Fig. 1: register map, names as in the netlist
Other sequential cells in the stronger gray, the rest of the logic in the fainter gray.
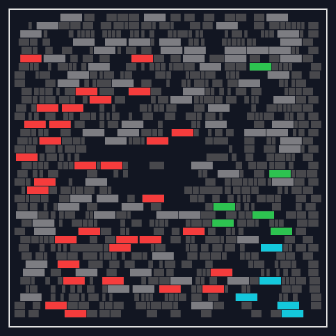
Fig. 2: gate families picked out
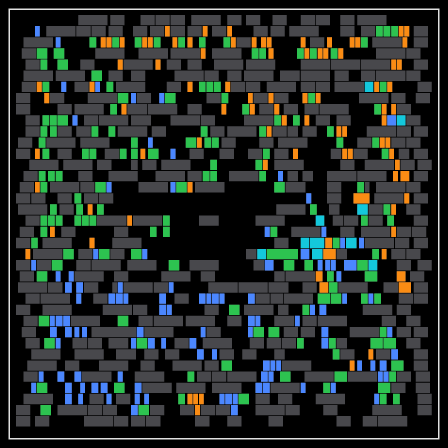
Fig. 3: the clock network
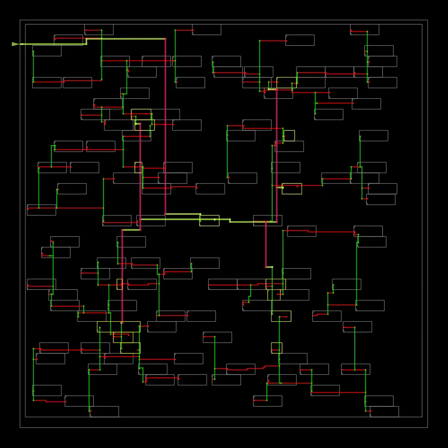
--- config.mk ---
export PLATFORM = sky130hd
export DESIGN_NAME = id_ex_pipe
export DESIGN_NICKNAME = d
export VERILOG_FILES = /design/src/rtl/mips_pkg.sv /design/src/rtl/alu_sel_decode.sv /design/src/rtl/id_ex_pipe.sv
export SDC_FILE = /design/constraint.sdc
export NUM_CORES = 1
export LEC_CHECK = 0
export CORE_UTILIZATION = 40
export CTS_CLUSTER_DIAMETER = 80
export DETAILED_ROUTE_END_ITERATION = 10
export PLACE_DENSITY_LB_ADDON = 0.12
export SKIP_LAST_GASP = 1
export SLEW_MARGIN = 10
export SYNTH_ARGS = -nofsm -noshare
export SYNTH_HDL_FRONTEND = slang
export SYNTH_SLANG_ARGS = --single-unit
--- constraint.sdc ---
create_clock -name clk -period 2.4 [get_ports clk]
set_input_delay 0.24 -clock clk [delete_from_list [all_inputs] [get_ports clk]]
set_output_delay 0.24 -clock clk [all_outputs]
set_load 0.03 [all_outputs]
--- src/rtl/mips_pkg.sv ---
// -----------------------------------------------------------------------------
// mips_pkg
//   Shared MIPS decode definitions for the ID/EX stage.
//   - Opcode constants (instr[31:26]) and R-type funct constants (instr[5:0]).
//   - ctrl_t : decoded control bundle produced by alu_sel_decode.
//   - sext16 / zext16 : immediate extension helpers.
// -----------------------------------------------------------------------------
package mips_pkg;

    localparam logic [5:0] OP_RTYPE = 6'b000000;
    localparam logic [5:0] OP_ADDI  = 6'b001000;
    localparam logic [5:0] OP_ORI   = 6'b001101;
    localparam logic [5:0] OP_ANDI  = 6'b001100;
    localparam logic [5:0] OP_LW    = 6'b100011;
    localparam logic [5:0] OP_SW    = 6'b101011;
    localparam logic [5:0] OP_BEQ   = 6'b000100;
    localparam logic [5:0] OP_BNE   = 6'b000101;

    localparam logic [5:0] FN_ADD   = 6'b100000;
    localparam logic [5:0] FN_SUB   = 6'b100010;
    localparam logic [5:0] FN_OR    = 6'b100101;
    localparam logic [5:0] FN_AND   = 6'b100100;
    localparam logic [5:0] FN_SLT   = 6'b101010;

    // RegWrite here is the opcode's intent; the stage still clears it when
    // the destination register turns out to be r0.
    typedef struct packed {
        logic RegWrite;
        logic MemRead;
        logic MemWrite;
        logic Illegal;
        logic use_imm;   // operand B comes from the immediate, not rt
        logic zext;      // immediate is zero-extended (logical ops)
    } ctrl_t;

    function automatic logic [31:0] sext16(input logic [15:0] imm);
        logic signed [15:0] simm;
        simm = signed'(imm);
        return 32'(simm);
    endfunction

    function automatic logic [31:0] zext16(input logic [15:0] imm);
        return {16'h0000, imm};
    endfunction

endpackage

--- src/rtl/alu_sel_decode.sv ---
// -----------------------------------------------------------------------------
// alu_sel_decode
//   Purely combinational opcode/funct decoder.
//   Ports:
//     opcode  in  [5:0]  instr[31:26]
//     funct   in  [5:0]  instr[5:0]
//     alu_sel out [5:0]  ALU operation (funct for R-type, opcode otherwise,
//                        0 for anything unsupported)
//     ctrl    out ctrl_t control bundle for the ID/EX register
// -----------------------------------------------------------------------------
module alu_sel_decode
    import mips_pkg::*;
(
    input  logic [5:0] opcode,
    input  logic [5:0] funct,
    output logic [5:0] alu_sel,
    output ctrl_t      ctrl
);

    always_comb begin
        alu_sel = 6'b000000;
        ctrl    = '0;
        case (opcode)
            OP_RTYPE: begin
                case (funct)
                    FN_ADD, FN_SUB, FN_OR, FN_AND, FN_SLT: begin
                        alu_sel       = funct;
                        ctrl.RegWrite = 1'b1;
                    end
                    default: ctrl.Illegal = 1'b1;
                endcase
            end
            OP_ADDI: begin
                alu_sel       = opcode;
                ctrl.RegWrite = 1'b1;
                ctrl.use_imm  = 1'b1;
            end
            OP_ORI, OP_ANDI: begin
                alu_sel       = opcode;
                ctrl.RegWrite = 1'b1;
                ctrl.use_imm  = 1'b1;
                ctrl.zext     = 1'b1;
            end
            OP_LW: begin
                alu_sel       = opcode;
                ctrl.RegWrite = 1'b1;
                ctrl.MemRead  = 1'b1;
                ctrl.use_imm  = 1'b1;
            end
            OP_SW: begin
                alu_sel       = opcode;
                ctrl.MemWrite = 1'b1;
                ctrl.use_imm  = 1'b1;
            end
            OP_BEQ, OP_BNE: begin
                // Compare rs against rt; nothing written back.
                alu_sel = opcode;
            end
            default: ctrl.Illegal = 1'b1;
        endcase
    end

endmodule

--- src/rtl/id_ex_pipe.sv ---
// -----------------------------------------------------------------------------
// id_ex_pipe
//   Decode-to-execute pipeline register. Latches register operands, builds the
//   immediate, selects operand B, registers ALUsel and control bits, and
//   (optionally) forwards the EX/MEM result into the rs/rt operands.
//   Elastic valid/ready handshake on both sides, with stall and flush.
//
//   Build option: define ID_EX_FORWARD_EN to enable EX/MEM forwarding.
//   Without it the fwd_* ports remain but are ignored.
//
//   Ports:
//     clk, rst                 clock, synchronous active-high reset
//     in_valid / in_ready      upstream handshake (in_ready combinational)
//     opcode, funct, imm16     instruction fields
//     rs_addr, rt_addr, rd_addr register addresses
//     rs_data, rt_data         register file read data
//     flush                    kill held and incoming instruction
//     fwd_en/fwd_addr/fwd_data EX/MEM forwarding source
//     out_valid / out_ready    downstream handshake
//     A, B, ALUsel, StoreData, DestReg, RegWrite, MemRead, MemWrite, Illegal
//                              registered ALU-stage outputs
// -----------------------------------------------------------------------------
module id_ex_pipe
    import mips_pkg::*;
#(
    parameter int DATA_W = 32,
    parameter int REG_AW = 5
) (
    input  logic              clk,
    input  logic              rst,
    input  logic              in_valid,
    output logic              in_ready,
    input  logic [5:0]        opcode,
    input  logic [5:0]        funct,
    input  logic [15:0]       imm16,
    input  logic [REG_AW-1:0] rs_addr,
    input  logic [REG_AW-1:0] rt_addr,
    input  logic [REG_AW-1:0] rd_addr,
    input  logic [DATA_W-1:0] rs_data,
    input  logic [DATA_W-1:0] rt_data,
    input  logic              flush,
    input  logic              fwd_en,
    input  logic [REG_AW-1:0] fwd_addr,
    input  logic [DATA_W-1:0] fwd_data,
    output logic              out_valid,
    input  logic              out_ready,
    output logic [DATA_W-1:0] A,
    output logic [DATA_W-1:0] B,
    output logic [5:0]        ALUsel,
    output logic [DATA_W-1:0] StoreData,
    output logic [REG_AW-1:0] DestReg,
    output logic              RegWrite,
    output logic              MemRead,
    output logic              MemWrite,
    output logic              Illegal
);

    // ---------------- decode (combinational, registered below) -------------
    logic [5:0] dec_alu_sel;
    ctrl_t      dec_ctrl;

    alu_sel_decode u_dec (
        .opcode (opcode),
        .funct  (funct),
        .alu_sel(dec_alu_sel),
        .ctrl   (dec_ctrl)
    );

    // ---------------- operand sourcing ------------------------------------
    logic [DATA_W-1:0] rs_val;
    logic [DATA_W-1:0] rt_val;

`ifdef ID_EX_FORWARD_EN
    // r0 is hard-wired to zero, so a pending write to it must never forward.
    always_comb begin
        rs_val = rs_data;
        rt_val = rt_data;
        if (fwd_en && (fwd_addr != '0) && (fwd_addr == rs_addr)) rs_val = fwd_data;
        if (fwd_en && (fwd_addr != '0) && (fwd_addr == rt_addr)) rt_val = fwd_data;
    end
`else
    logic fwd_unused;
    assign fwd_unused = ^{fwd_en, fwd_addr, fwd_data, rs_addr};
    always_comb begin
        rs_val = rs_data;
        rt_val = rt_data;
    end
`endif

    logic [31:0]       imm_ext32;
    logic [DATA_W-1:0] imm_ext;
    logic [DATA_W-1:0] b_sel;
    logic [REG_AW-1:0] dest_sel;
    logic              reg_write_sel;
    logic [DATA_W-1:0] store_sel;

    always_comb begin
        imm_ext32 = dec_ctrl.zext ? zext16(imm16) : sext16(imm16);
        imm_ext   = DATA_W'(imm_ext32);
        b_sel     = dec_ctrl.use_imm ? imm_ext : rt_val;
        store_sel = dec_ctrl.MemWrite ? rt_val : '0;

        // R-type writes rd, I-type writers write rt, everything else none.
        dest_sel = '0;
        if (dec_ctrl.RegWrite) begin
            dest_sel = (opcode == OP_RTYPE) ? rd_addr : rt_addr;
        end
        reg_write_sel = dec_ctrl.RegWrite && (dest_sel != '0);
    end

    // ---------------- handshake -------------------------------------------
    logic valid_q, valid_d;
    logic load;

    assign in_ready = !valid_q || out_ready;
    assign load     = in_valid && in_ready;

    // ---------------- ID/EX register --------------------------------------
    logic [DATA_W-1:0] a_q, a_d;
    logic [DATA_W-1:0] b_q, b_d;
    logic [5:0]        alu_sel_q, alu_sel_d;
    logic [DATA_W-1:0] store_q, store_d;
    logic [REG_AW-1:0] dest_q, dest_d;
    logic              reg_write_q, reg_write_d;
    logic              mem_read_q, mem_read_d;
    logic              mem_write_q, mem_write_d;
    logic              illegal_q, illegal_d;

    always_comb begin
        valid_d     = valid_q;
        a_d         = a_q;
        b_d         = b_q;
        alu_sel_d   = alu_sel_q;
        store_d     = store_q;
        dest_d      = dest_q;
        reg_write_d = reg_write_q;
        mem_read_d  = mem_read_q;
        mem_write_d = mem_write_q;
        illegal_d   = illegal_q;

        if (flush) begin
            valid_d     = 1'b0;
            a_d         = '0;
            b_d         = '0;
            alu_sel_d   = '0;
            store_d     = '0;
            dest_d      = '0;
            reg_write_d = 1'b0;
            mem_read_d  = 1'b0;
            mem_write_d = 1'b0;
            illegal_d   = 1'b0;
        end else if (load) begin
            valid_d     = 1'b1;
            a_d         = rs_val;
            b_d         = b_sel;
            alu_sel_d   = dec_alu_sel;
            store_d     = store_sel;
            dest_d      = dest_sel;
            reg_write_d = reg_write_sel;
            mem_read_d  = dec_ctrl.MemRead;
            mem_write_d = dec_ctrl.MemWrite;
            illegal_d   = dec_ctrl.Illegal;
        end else if (out_ready) begin
            // Consumed with nothing behind it; data is left as-is.
            valid_d = 1'b0;
        end
    end

    always_ff @(posedge clk) begin
        if (rst) begin
            valid_q     <= 1'b0;
            a_q         <= '0;
            b_q         <= '0;
            alu_sel_q   <= '0;
            store_q     <= '0;
            dest_q      <= '0;
            reg_write_q <= 1'b0;
            mem_read_q  <= 1'b0;
            mem_write_q <= 1'b0;
            illegal_q   <= 1'b0;
        end else begin
            valid_q     <= valid_d;
            a_q         <= a_d;
            b_q         <= b_d;
            alu_sel_q   <= alu_sel_d;
            store_q     <= store_d;
            dest_q      <= dest_d;
            reg_write_q <= reg_write_d;
            mem_read_q  <= mem_read_d;
            mem_write_q <= mem_write_d;
            illegal_q   <= illegal_d;
        end
    end

    assign out_valid = valid_q;
    assign A         = a_q;
    assign B         = b_q;
    assign ALUsel    = alu_sel_q;
    assign StoreData = store_q;
    assign DestReg   = dest_q;
    assign RegWrite  = reg_write_q;
    assign MemRead   = mem_read_q;
    assign MemWrite  = mem_write_q;
    assign Illegal   = illegal_q;

endmodule
==> run summary <==
number of unique standard cell types used by synthesis: 31
count of non-filler cells in the finished layout: 852
setup-violating endpoint count in the final report: 0
cell type taking the most area: buffers
cell at the root of the clock tree: sky130_fd_sc_hd__clkbuf_8
slowest stage cell, crit path: sky130_fd_sc_hd__clkdlybuf4s50_1
count of non-CTS inverters in the layout: 1
vias in the first global route: 4373
clk sinks: 112
FF/Latch Area: 0.002242 mm^2
kind of cell with the highest combined delay on the critical path: buffers and inverters
leading cell type in the layout, fill and taps excluded: sky130_fd_sc_hd__clkdlybuf4s50_1
post-placement setup slack: 0.2193 ns
Final Hold Slack: 0.4106 ns
initial standard-cell utilization of the core: 41.04%
layout-stage area growth over the synthesis result: 59.33%
top flip-flop cell by instance count after synthesis: sky130_fd_sc_hd__dfxtp_1
Adder-Cell Fraction of Synth Area: 0%
ant diodes: 0
number of buffers added for setup after CTS: 0
Worst path depth: 3
Final Hold Vio Count: 0
Crit path required time: 2.16 ns
capture endpoint of the worst hold path: A[11]
core region area: 0.01023 mm^2
top routing layer used: met4
global routing usage summed across all routing layers: 24.51%
crit-path max cell delay: 0.71 ns
total met2 wirelength after detailed routing: 6306 um
share of flip-flops with an asynchronous set or reset after synthesis: 0%
IR Drop Worst-Case VDD: 0.3819 mV
YS warnings: 0
routing usage on met3: 6.454%
number of cells in Yosys stat: 512
flip-flop and latch share of the layout cell area: 33.51%
Main area contributors: sky130_fd_sc_hd__dfxtp_1 53%, sky130_fd_sc_hd__a21oi_1 8.3%, sky130_fd_sc_hd__nand2_1 7.5%
GRT met1 Usage: 29.37%
detailed router's first-iteration violation count: 171
count of cells resized by post-cts repair: 0
hold path start: rs_data[11]
Top Ports: 263
cell chain of the critical path: clkdlybuf4s50_1 -> nand2b_1 -> clkdlybuf4s50_1
fin area: 0.006690 mm^2
Setup CP Type: input pin to output pin
detailed-route wire length per cell: 15.67 um
sum of routed wire segments on met1: 5531 um
Post-synth mux share: 0.2384%
Post-DP HPWL: 9053 um
Min-Delay Path Depth: 3
Switching Share: 26.61%
Internal Pwr Total: 0.002692 W
Signal buffers: 232
Max power group: sequential cells
Total Negative Setup Slacks: 0 ns
met3 routed wirelength: 1128 um
buffering overhead: 34.41%
power of the combinational group: 0.000639 W
fraction of final layout cells sized beyond drive strength 1: 4.609%
Top Layout Cells: 219 x sky130_fd_sc_hd__clkdlybuf4s50_1, 112 x sky130_fd_sc_hd__dfxtp_1, 83 x sky130_fd_sc_hd__nand2_1
count of antenna-violating nets left after detailed routing: 0
Main logic family: simple AND/OR/NAND/NOR gates
Max FO, Critical Path: 4
sequential share of power: 52.6%
sequential logic power: 0.00193 W
share of the final layout cell area in multi-input gates: 26.69%
# Max-Cap Violations: 0
Critical Path Most Common Cell: sky130_fd_sc_hd__clkdlybuf4s50_1
clock share of power: 29.9%
worst-case headroom to the max-slew limit: 50.80%
number of placed instances with taps included: 837
result of the run: complete, no violations
post-detailed-route DRC marker count: 0
basic-gate share of the synthesized area counting and, or, nand and nor cells: 21.28%
Reg2Reg Depth: 5
post-synthesis sequential element count: 112
number of filler cells placed in the layout: 876
clock-cell share of area: 2.787%
Die Y-Extent: 104.5 um
endpoint of the worst register-to-register path: B[25]
AO/OA Area Share: 20.68%
GR Util met2: 40.68%
startpoint of the lowest-slack register-to-register path: out_valid
power density cells: 548.3 mW/mm^2
portion of the clock cycle consumed by the worst path in the final layout: 77.08%
nets@finish: 862
capture point of the worst path: in_ready
f_max: 0.5405 GHz
CP endpoint kind: output pin
## Picture notes: Fig. 1
`DestReg` -> cyan  # placed flops 5, where south-east
`ALUsel` -> green  # placed flops 6
`B` -> red  # placed flops 32
not colored = 69

## Picture notes: Fig. 2
aoi and oai cells -> green  # cells 143, most used a21oi_1, where spread over the die
nor cells -> blue  # cells 109, most used nor2_1
and/or cells -> cyan  # cells 10, most used and3_1, where east
nand cells -> orange  # cells 91, most used nand2_1

## Picture notes: Fig. 3
clock buffer count in the final layout: 10
worst clock skew on the final layout: 0.008511 ns
Power Clock: 0.00110 W
Num CTS Buffers: 9
count of flip-flops and latches: 112

Power figures rest on the tool's default switching activity, not on a simulated workload.
